<file path="config.mk">
export PLATFORM = sky130hd
export DESIGN_NAME = mem_access_unit_flat
export DESIGN_NICKNAME = d
export VERILOG_FILES = /design/src/rtl/mem_pkg.sv /design/src/rtl/mem_access_unit_if.sv /design/src/rtl/mem_lane_align.sv /design/src/rtl/mem_access_unit.sv /design/src/flat_wrapper.sv
export SDC_FILE = /design/constraint.sdc
export NUM_CORES = 1
export LEC_CHECK = 0
export CAP_MARGIN = 30
export CORE_ASPECT_RATIO = 1.75
export CORE_MARGIN = 3
export CORE_UTILIZATION = 45
export DETAILED_ROUTE_END_ITERATION = 10
export PLACE_DENSITY = 0.81
export SLEW_MARGIN = 20
export SYNTH_ARGS = -nofsm -noshare
export SYNTH_HDL_FRONTEND = slang
export SYNTH_SLANG_ARGS = --single-unit
</file>
<file path="constraint.sdc">
create_clock -name clk -period 2.55 [get_ports clk]
set_input_delay 0.255 -clock clk [delete_from_list [all_inputs] [get_ports clk]]
set_output_delay 0.255 -clock clk [all_outputs]
set_load 0.1 [all_outputs]
</file>
<file path="src/rtl/mem_pkg.sv">
// Shared encodings for the MEM-stage data-memory access path.
// Access-size codes, FSM states and size/alignment helpers.
package mem_pkg;

    localparam logic [1:0] BHW_WORD = 2'b00;
    localparam logic [1:0] BHW_HALF = 2'b01;
    localparam logic [1:0] BHW_BYTE = 2'b10;

    typedef enum logic [1:0] {
        ST_IDLE = 2'b00,
        ST_WAIT = 2'b01,
        ST_DONE = 2'b10
    } mem_state_t;

    // The reserved code 2'b11 behaves exactly like a word access.
    function automatic logic [1:0] norm_bhw(input logic [1:0] bhw);
        return (bhw == 2'b11) ? BHW_WORD : bhw;
    endfunction

    function automatic logic is_misaligned(input logic [1:0] bhw, input logic [1:0] off);
        logic r;
        case (bhw)
            BHW_HALF: r = off[0];
            BHW_BYTE: r = 1'b0;
            default:  r = (off != 2'b00);
        endcase
        return r;
    endfunction

endpackage

</file>
<file path="src/rtl/mem_access_unit_if.sv">
// Data-memory request/ack port: the master drives the request, the memory answers with ack/rdata.
// Ack and rdata are only meaningful while the request is held high.
interface mem_access_unit_if #(
    parameter int ADDR_W = 32
);
    logic              dmem_req;
    logic              dmem_we;
    logic [ADDR_W-1:0] dmem_addr;
    logic [3:0]        dmem_be;
    logic [31:0]       dmem_wdata;
    logic              dmem_ack;
    logic [31:0]       dmem_rdata;

    modport master (
        output dmem_req, dmem_we, dmem_addr, dmem_be, dmem_wdata,
        input  dmem_ack, dmem_rdata
    );

    modport slave (
        input  dmem_req, dmem_we, dmem_addr, dmem_be, dmem_wdata,
        output dmem_ack, dmem_rdata
    );
endinterface

</file>
<file path="src/rtl/mem_lane_align.sv">
// Combinational byte-lane steering: store byte enables / replicated data, and load extract/extend.
// Zero latency; no flow control. Store and load halves are independent so each side can be reused alone.
module mem_lane_align
    import mem_pkg::*;
(
    input  logic [1:0]  i_st_bhw,
    input  logic [1:0]  i_st_off,
    input  logic [31:0] i_st_data,
    output logic [3:0]  o_be,
    output logic [31:0] o_wdata,
    input  logic [1:0]  i_ld_bhw,
    input  logic [1:0]  i_ld_off,
    input  logic        i_ld_sign,
    input  logic [31:0] i_ld_rdata,
    output logic [31:0] o_ld_data
);
    logic [7:0]  w_ld_byte;
    logic [15:0] w_ld_half;

    always_comb begin
        o_be    = 4'b1111;
        o_wdata = i_st_data;
        case (i_st_bhw)
            BHW_BYTE: begin
                o_be    = 4'b0001 << i_st_off;
                o_wdata = {4{i_st_data[7:0]}};
            end
            BHW_HALF: begin
                o_be    = i_st_off[1] ? 4'b1100 : 4'b0011;
                o_wdata = {2{i_st_data[15:0]}};
            end
            default: begin
                o_be    = 4'b1111;
                o_wdata = i_st_data;
            end
        endcase
    end

    always_comb begin
        w_ld_byte = i_ld_rdata[7:0];
        case (i_ld_off)
            2'd0:    w_ld_byte = i_ld_rdata[7:0];
            2'd1:    w_ld_byte = i_ld_rdata[15:8];
            2'd2:    w_ld_byte = i_ld_rdata[23:16];
            default: w_ld_byte = i_ld_rdata[31:24];
        endcase
        w_ld_half = i_ld_off[1] ? i_ld_rdata[31:16] : i_ld_rdata[15:0];
    end

    always_comb begin
        o_ld_data = i_ld_rdata;
        case (i_ld_bhw)
            BHW_BYTE: o_ld_data = {{24{i_ld_sign & w_ld_byte[7]}}, w_ld_byte};
            BHW_HALF: o_ld_data = {{16{i_ld_sign & w_ld_half[15]}}, w_ld_half};
            default:  o_ld_data = i_ld_rdata;
        endcase
    end

endmodule

</file>
<file path="src/rtl/mem_access_unit.sv">
// MEM-stage load/store unit: turns EX/MEM controls into one req/ack transaction and stalls the pipe meanwhile.
// Latency: 1 detect cycle + 1..TIMEOUT_CYCLES wait cycles, result in the following DONE cycle; stall held until then.
module mem_access_unit
    import mem_pkg::*;
#(
    parameter int TIMEOUT_CYCLES = 16,
    parameter int ADDR_W         = 32
) (
    input  logic              clk,
    input  logic              rst,
    input  logic              MemRead_in,
    input  logic              MemWrite_in,
    input  logic [1:0]        BHW_in,
    input  logic              DataMemExtendSign_in,
    input  logic [ADDR_W-1:0] ALUResult_in,
    input  logic [31:0]       ReadData2_in,
    mem_access_unit_if.master dmem,
    output logic              stall,
    output logic [31:0]       load_data,
    output logic              load_valid,
    output logic              misalign_exc,
    output logic              bus_err
);
    localparam int CNT_W = (TIMEOUT_CYCLES > 1) ? $clog2(TIMEOUT_CYCLES) : 1;
    localparam logic [CNT_W-1:0] CNT_LAST = CNT_W'(TIMEOUT_CYCLES - 1);

    mem_state_t r_state;
    mem_state_t w_next_state;

    logic [CNT_W-1:0]  r_cnt;
    logic [ADDR_W-1:0] r_addr;
    logic [1:0]        r_bhw;
    logic              r_sign;
    logic              r_we;
    logic [3:0]        r_be;
    logic [31:0]       r_wdata;
    logic [31:0]       r_rdata;
    logic              r_err;

    logic              w_access;
    logic [1:0]        w_bhw;
    logic              w_misaligned;
    logic              w_start;
    logic [3:0]        w_be;
    logic [31:0]       w_wdata;
    logic [31:0]       w_ld_ext;
    logic              w_timeout;
    logic              w_load_ok;

    assign w_access     = MemRead_in | MemWrite_in;
    assign w_bhw        = norm_bhw(BHW_in);
    assign w_misaligned = is_misaligned(w_bhw, ALUResult_in[1:0]);
    assign w_start      = (r_state == ST_IDLE) && w_access && !w_misaligned;
    assign w_timeout    = (r_cnt == CNT_LAST);
    assign w_load_ok    = !r_err && !r_we;

    mem_lane_align u_lane_align (
        .i_st_bhw   (w_bhw),
        .i_st_off   (ALUResult_in[1:0]),
        .i_st_data  (ReadData2_in),
        .o_be       (w_be),
        .o_wdata    (w_wdata),
        .i_ld_bhw   (r_bhw),
        .i_ld_off   (r_addr[1:0]),
        .i_ld_sign  (r_sign),
        .i_ld_rdata (r_rdata),
        .o_ld_data  (w_ld_ext)
    );

    always_ff @(posedge clk) begin
        if (rst) begin
            r_state <= ST_IDLE;
        end else begin
            r_state <= w_next_state;
        end
    end

    always_comb begin
        w_next_state    = r_state;
        stall           = 1'b0;
        misalign_exc    = 1'b0;
        load_valid      = 1'b0;
        load_data       = 32'd0;
        bus_err         = 1'b0;
        dmem.dmem_req   = 1'b0;
        dmem.dmem_we    = 1'b0;
        dmem.dmem_addr  = '0;
        dmem.dmem_be    = 4'b0000;
        dmem.dmem_wdata = 32'd0;
        case (r_state)
            ST_IDLE: begin
                if (w_access) begin
                    if (w_misaligned) begin
                        misalign_exc = 1'b1;
                    end else begin
                        stall        = 1'b1;
                        w_next_state = ST_WAIT;
                    end
                end
            end
            ST_WAIT: begin
                stall           = 1'b1;
                dmem.dmem_req   = 1'b1;
                dmem.dmem_we    = r_we;
                dmem.dmem_addr  = {r_addr[ADDR_W-1:2], 2'b00};
                dmem.dmem_be    = r_be;
                dmem.dmem_wdata = r_wdata;
                if (dmem.dmem_ack || w_timeout) begin
                    w_next_state = ST_DONE;
                end
            end
            ST_DONE: begin
                // Inputs are deliberately ignored here so a still-held instruction is not re-issued.
                w_next_state = ST_IDLE;
                bus_err      = r_err;
                load_valid   = w_load_ok;
                load_data    = w_load_ok ? w_ld_ext : 32'd0;
            end
            default: begin
                w_next_state = ST_IDLE;
            end
        endcase
    end

    always_ff @(posedge clk) begin
        if (rst) begin
            r_cnt   <= '0;
            r_addr  <= '0;
            r_bhw   <= BHW_WORD;
            r_sign  <= 1'b0;
            r_we    <= 1'b0;
            r_be    <= 4'b0000;
            r_wdata <= 32'd0;
            r_rdata <= 32'd0;
            r_err   <= 1'b0;
        end else begin
            if (w_start) begin
                r_cnt   <= '0;
                r_addr  <= ALUResult_in;
                r_bhw   <= w_bhw;
                r_sign  <= DataMemExtendSign_in;
                r_we    <= MemWrite_in;
                r_be    <= w_be;
                r_wdata <= w_wdata;
                r_err   <= 1'b0;
            end else if (r_state == ST_WAIT) begin
                if (dmem.dmem_ack) begin
                    r_rdata <= dmem.dmem_rdata;
                    r_err   <= 1'b0;
                end else if (w_timeout) begin
                    r_err   <= 1'b1;
                end else begin
                    r_cnt   <= r_cnt + 1'b1;
                end
            end
        end
    end

endmodule

</file>
<file path="src/flat_wrapper.sv">
// flat-port wrapper written by rule: the top's interface ports become plain ports
module mem_access_unit_flat import mem_pkg::*;
#(
    parameter int TIMEOUT_CYCLES = 16,
    parameter int ADDR_W         = 32
)
  (clk, rst, MemRead_in, MemWrite_in, BHW_in, DataMemExtendSign_in, ALUResult_in, ReadData2_in, stall, load_data, load_valid, misalign_exc, bus_err, dmem_dmem_req, dmem_dmem_we, dmem_dmem_addr, dmem_dmem_be, dmem_dmem_wdata, dmem_dmem_ack, dmem_dmem_rdata);
  mem_access_unit_if #(.ADDR_W(ADDR_W)) dmem_i ();
  input  logic clk;
  input  logic rst;
  input  logic MemRead_in;
  input  logic MemWrite_in;
  input  logic [1:0] BHW_in;
  input  logic DataMemExtendSign_in;
  input  logic [ADDR_W-1:0] ALUResult_in;
  input  logic [31:0] ReadData2_in;
  output logic stall;
  output logic [31:0] load_data;
  output logic load_valid;
  output logic misalign_exc;
  output logic bus_err;
  output wire logic [$bits(dmem_i.dmem_req)-1:0] dmem_dmem_req;
  output wire logic [$bits(dmem_i.dmem_we)-1:0] dmem_dmem_we;
  output wire logic [$bits(dmem_i.dmem_addr)-1:0] dmem_dmem_addr;
  output wire logic [$bits(dmem_i.dmem_be)-1:0] dmem_dmem_be;
  output wire logic [$bits(dmem_i.dmem_wdata)-1:0] dmem_dmem_wdata;
  input wire logic [$bits(dmem_i.dmem_ack)-1:0] dmem_dmem_ack;
  input wire logic [$bits(dmem_i.dmem_rdata)-1:0] dmem_dmem_rdata;
  assign dmem_dmem_req = dmem_i.dmem_req;
  assign dmem_dmem_we = dmem_i.dmem_we;
  assign dmem_dmem_addr = dmem_i.dmem_addr;
  assign dmem_dmem_be = dmem_i.dmem_be;
  assign dmem_dmem_wdata = dmem_i.dmem_wdata;
  assign dmem_i.dmem_ack = dmem_dmem_ack;
  assign dmem_i.dmem_rdata = dmem_dmem_rdata;
  mem_access_unit #(.TIMEOUT_CYCLES(TIMEOUT_CYCLES), .ADDR_W(ADDR_W)) u_core (.clk(clk), .rst(rst), .MemRead_in(MemRead_in), .MemWrite_in(MemWrite_in), .BHW_in(BHW_in), .DataMemExtendSign_in(DataMemExtendSign_in), .ALUResult_in(ALUResult_in), .ReadData2_in(ReadData2_in), .dmem(dmem_i), .stall(stall), .load_data(load_data), .load_valid(load_valid), .misalign_exc(misalign_exc), .bus_err(bus_err));
endmodule
</file>
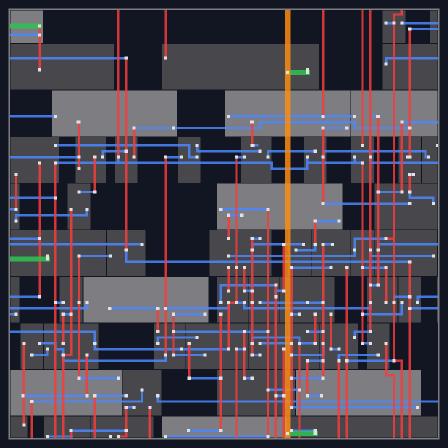
(run_1/detail.png)
Window x 33 to 58, y 64 to 89 µm. Cells in grey, sequential cells in the stronger grey; small squares are vias.
[metal 2] red
[metal 4] orange
[metal 3] green
[metal 1] blue
most frequent: nand2_1 (11), dfxtp_1 (7), a21oi_1 (4)
netlist names of flops here include: `u_core.r_cnt` (3), `u_core.r_bhw` (2)
sequential cells in the window: 7
cells with their middle in the window: 45

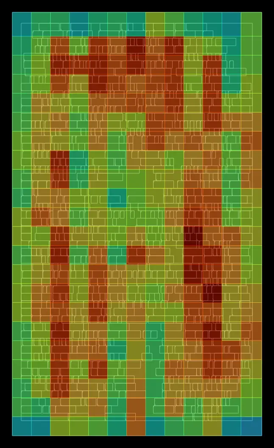
(run_1/congestion.png)
M3 GR Usage: 5.19%
most congested layer reported by global routing: met2
average wire length per cell after detail routing: 17.7 µm

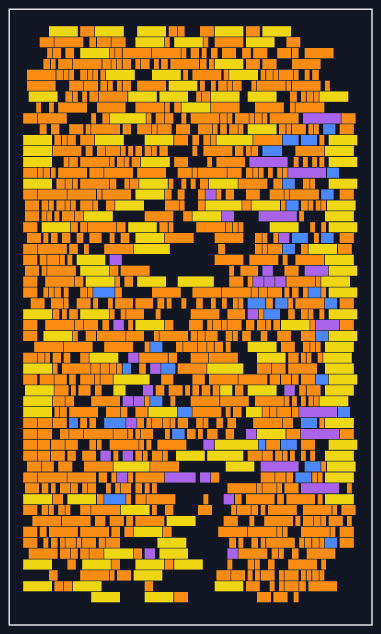
(run_1/sizes.png)
(4 px per µm)
[_6 and larger] yellow | cells: 118 | share: 13%
[_2 cells] blue | cells: 35 | share: 3.8%
[_3 and _4 cells] purple | cells: 37 | share: 4.0%
[_0 and _1 cells] orange | cells: 730 | share: 79%

==> ds_physical_params.txt, run 1 <==
Physical implementation characteristics

Parameter                              Value

Power and ir drop
  Leakage power of the design    0.00340 µW
  Top Consumer    registers
  Comb power frac    28.9%
  Cell area power density    507 nW/µm²
  Worst IR drop on VDD    0.344 mV
  Reported clock group power    1410 µW
  Power drawn by the combinational cells    1370 µW
  Switching power share of the total    33.0%
  Total design power    4730 µW

Logic synthesis
  Number of enable-type register cells in the synthesized netlist    0
  Synth cell count leaders    nand2_1, dfxtp_1, a21oi_1
  Post-synthesis cell area    5600 µm²
  Dominant kind of combinational cell    simple AND/OR/NAND/NOR gates
  Portion of netlist area occupied by mux cells    3.19%
  Average size of a mapped cell    7.59 µm²
  Synthesized registers    111
  Cell count listed in synth_stat.txt    738
  Tally of unique sky130hd cells used after synthesis    45
  Synth warnings    0
  Area share of the largest cell type after synthesis    39.7%
  Share of synthesized cell area in and, or, nand and nor gates    27.2%

Clock tree
  CTS Sinks    111
  Post-cts hold buffer count    0
  Number of buffers inserted during clock tree synthesis    9
  Master cell of the clock root buffer    clkbuf_16
  CTS H-Tree Depth    3
  Clock tree from TritonCTS    yes

Cells and area
  Top cell category    buffers
  Clock buf/inv share    3.19%
  Registers with the highest flip-flop counts    u_core.r_addr: 32 flops, u_core.r_rdata: 32 flops, u_core.r_wdata: 32 flops
  Final core utilization    77.3%
  NonClk Buf Share    35.5%
  Count of clock-net buffers in the final layout    11
  Layout buffer count excluding clock buffers    232
  Most frequent cells in the layout    nand2_1, dfxtp_1, buf_12
  Total number of sequential cells    111
  Fillcell total    840
  Flip-flop and latch area    2220 µm²

Critical path
  Cell count of the worst reg-to-reg path    6
  Worst reg2reg startpoint    u_core.r_state[0]$_SDFFE_PP0P_
  Crit-path most repeated cell    buf_4
  Startpoint type of the worst setup path    register
  Worst setup slack for register-to-register paths    0.86 ns
  Beginning of the critical path    u_core.r_bhw[0]$_SDFFE_PP0P_
  Total number of cells along the worst setup path    8
  Max stage delay on crit path    0.38 ns
  CP Capture Type    primary output
  Reg2reg end    u_core.r_rdata[25]$_SDFFE_PP0P_
  Critical setup path kind    register to primary output
  Cell type group with the largest total delay on the critical path    buffers and inverters
  Critical Path End    load_data[27]
  Worst path bufs/invs    5

Run status
  Run status    complete, no violations

Final timing
  Fin worst setup slack    0.0903 ns
  Setup violations, final    0
  Post-layout minimum cycle time    2.46 ns
  TNS Setup    0 ns
  Final worst clock skew    0.00890 ns
  Max Freq    407 MHz

Global route
  Overall Global Routing Usage    26.8%
  Pin count of the biggest net entering global routing    87
  Met1 Resource Use GR    26.9%
  Grt ovf    0
  Met2 routing resource usage after global routing    51.5%

Job
  Number of max-cap violations    0
  Number of warning messages in the logs    31

Min path
  Min-Delay Path Depth    2

Place
  Cell Area, Placed    8970 µm²
  IO buf count    207

Floorplan
  Tapcells    165
  Count of boundary I/O pins    210
  Height of the chip    154 µm
  Floorplan die width    90.3 µm

Routing
  Initial DRC Count    339
  Highest layer used for signal routing    met4
  Routed vias    5991
  Drc violations    0
  DR vias/cell    5.52
==> run_1/layer_met2.png <==
(3 px per µm)
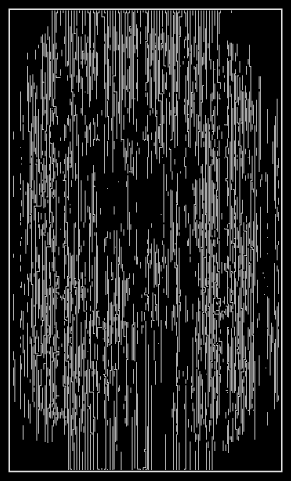

==> run 1 -> run 2 <==
Settings changed: DONT_BUFFER_PORTS from default to 1, PLACE_DENSITY 0.81 to default.
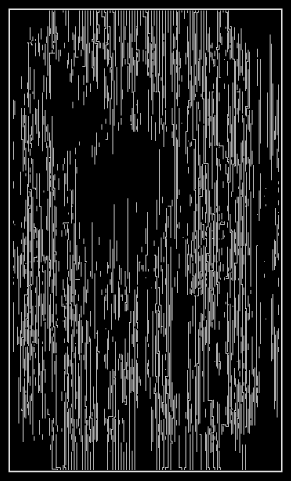
(run_2/layer_met2.png)
(3 px per µm)
nets with wire on the layer: 772
share of all routed wire: 55%
longest straight run: 59.8 µm
wire length on this layer: 9690 µm

==> ds_physical_params.txt, run 2 <==
Physical implementation characteristics

Parameter                              Value

Run status
  Run status    complete, no violations

Logic synthesis
  Post-synthesis cell area    5600 µm² (unchanged)
  Top cell type by total area after synthesis    dfxtp_1
  Synth warnings    0 (unchanged)
  Synth area leaders    dfxtp_1, nand2_1, a21oi_1, and2_1, a221oi_1
  Synthesized-area fraction occupied by ao, oa, aoi and oai cells    20.7%
  Number of enable-type register cells in the synthesized netlist    0 (unchanged)
  Tally of unique sky130hd cells used after synthesis    45 (unchanged)
  Post-synthesis xor/xnor area fraction    0.156%
  Gate count of the mapped netlist    738
  Average size of a mapped cell    7.59 µm² (unchanged)
  Area share of the largest cell type after synthesis    39.7% (unchanged)
  Sequential element share of the synthesized area    39.7%
  Portion of netlist area occupied by mux cells    3.19% (unchanged)
  Total cell area reported by yosys after synthesis    5600 µm²
  Cell count listed in synth_stat.txt    738 (unchanged)
  Share of synthesized cell area in and, or, nand and nor gates    27.2% (unchanged)
  Dominant kind of combinational cell    simple AND/OR/NAND/NOR gates
  Synthesized registers    111 (unchanged)
  Synth cell count leaders    nand2_1, dfxtp_1, a21oi_1

Floorplan
  Area of the placeable core    12100 µm²
  Floorplan die width    90.3 µm (unchanged)
  Count of boundary I/O pins    210 (unchanged)
  Height of the chip    154 µm (unchanged)
  Tapcells    165 (unchanged)

Global route
  Number of antenna violations at the first check in global routing    0
  Wire length of the first global-routing pass    27400 µm
  Pin count of the biggest net entering global routing    110 (+26%)
  M3 GR Usage    5.19% (unchanged)
  Met1 Resource Use GR    24.1% (-2.8 points)
  Number of global-route vias before repair    5438
  Most congested layer reported by global routing    met2
  Grt ovf    0 (unchanged)
  Met2 routing resource usage after global routing    47.9% (-3.7 points)
  Overall Global Routing Usage    24.5% (-2.3 points)

Critical path
  Worst reg2reg startpoint    u_core.r_state[0]$_SDFFE_PP0P_
  Total number of cells along the worst setup path    7 (-1)
  Reg2reg end    u_core.r_rdata[15]$_SDFFE_PP0P_
  CP Capture Type    primary output
  Worst path bufs/invs    4 (-1)
  Critical Path End    load_data[0]
  Critical setup path kind    register to primary output
  Cell type group with the largest total delay on the critical path    buffers and inverters
  Cell-by-cell listing of the critical path    inv_1 -> nand2_1 -> or3_2 -> buf_12 -> clkinv_1 -> o211a_1 -> buf_12
  Arrival time at the worst endpoint    2.18 ns
  Crit-path max FO    25
  Cell count of the worst reg-to-reg path    6 (unchanged)
  Startpoint type of the worst setup path    register
  Beginning of the critical path    u_core.r_state[0]$_SDFFE_PP0P_
  Worst setup slack for register-to-register paths    0.80 ns (-0.06 ns)
  Data required time of the worst path    2.30 ns
  Max stage delay on crit path    0.44 ns (+0.06 ns)
  Crit-path most repeated cell    buf_12

Clock tree
  Post-cts hold buffer count    2 (+2)
  Cts repair resizes    2
  Number of buffers inserted during clock tree synthesis    9 (unchanged)
  CTS H-Tree Depth    3 (unchanged)
  Clock tree from TritonCTS    yes
  CTS Sinks    111 (unchanged)
  Master cell of the clock root buffer    clkbuf_16

Final timing
  Final worst clock skew    0.0105 ns (+0.00164 ns)
  Max Transition Viols Final    0
  Setup violations, final    0 (unchanged)
  Max Freq    411 MHz (+0.99%)
  Final Hold Vio Count    0
  Post-layout minimum cycle time    2.44 ns (-0.0240 ns)
  TNS Setup    0 ns (unchanged)
  Fin worst setup slack    0.114 ns (+0.0240 ns)

Power and ir drop
  Power drawn by the combinational cells    1070 µW (-22%)
  Cell area power density    603 nW/µm² (+19%)
  Leakage power of the design    0.00278 µW (-18%)
  Worst IR drop on VDD    0.391 mV (+13%)
  Switching power share of the total    33.7% (+0.75 points)
  Comb power frac    23.9% (-5.0 points)
  Total design power    4480 µW (-5.2%)
  Internal power component    2970 µW
  Power share of the sequential group    43.4%
  Top Consumer    registers
  Net Sw Power    1510 µW
  Reported clock group power    1460 µW (+4%)

Routing
  DR vias/cell    5.57 (+0.83%)
  Initial DRC Count    284 (-16%)
  Total routed wire length on the met1 layer    6070 µm
  Total wire length after detailed routing    17500 µm
  Highest layer used for signal routing    met4
  Routed vias    5417 (-9.6%)
  Drc violations    0 (unchanged)
  Drt first pass iters    4
  Average wire length per cell after detail routing    18.0 µm (+1.6%)
  Met2 routed WL    9690 µm
  Sum of met3 wire segment lengths after detailed routing    991 µm

Cells and area
  Multi-input combinational cell count    541
  Antenna diode count    0
  Footprint of the multi-input gates    3220 µm²
  NonClk Buf Share    18.7% (-17 points)
  Count of clock-net buffers in the final layout    10 (-1)
  Final layout net count    914
  Share of final-layout standard cells stronger than drive strength 1    22.6%
  Layout buffer count excluding clock buffers    120 (-48%)
  Fillcell total    1104 (+31%)
  Final Instance Count excl. Fillers    973
  Final core utilization    61.5% (-16 points)
  Registers with the highest flip-flop counts    u_core.r_addr: 32 flops, u_core.r_rdata: 32 flops, u_core.r_wdata: 32 flops
  Comb/total area    43.4%
  Total number of sequential cells    111 (unchanged)
  Most frequent cells in the layout    nand2_1, dfxtp_1, a21oi_1
  Flip-flop and latch area    2220 µm² (unchanged)
  Top cell category    multi-input combinational cells
  Clock buf/inv share    4.23% (+1.0 points)
  Commonest non-fill, non-tap cell in the layout    nand2_1

Min path
  Source of the worst hold timing path    ALUResult_in[11]
  Min-Delay Path Depth    2 (unchanged)
  Hold Path Class    primary input to register

Place
  IO buf count    0 (-100%)
  Cell Area, Placed    7060 µm² (-21%)
  Weighted congestion reported at the end of routability-driven placement    0.957
  Number of placed cells counting well taps    955

Job
  Number of warning messages in the logs    33 (+6.5%)
  Number of max-cap violations    0 (unchanged)
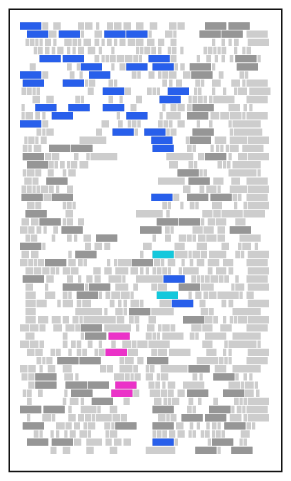
(run_2/flops_by_reg.png)
(3 px per µm) Other sequential cells in the stronger grey, the rest of the logic in the fainter grey.
[`u_core.r_bhw`] cyan | flops: 2
[`u_core.r_addr`] blue | flops: 32
[`u_core.r_cnt`] magenta | flops: 4 | where: bottom middle

Power is estimated from default activity; no workload was simulated.
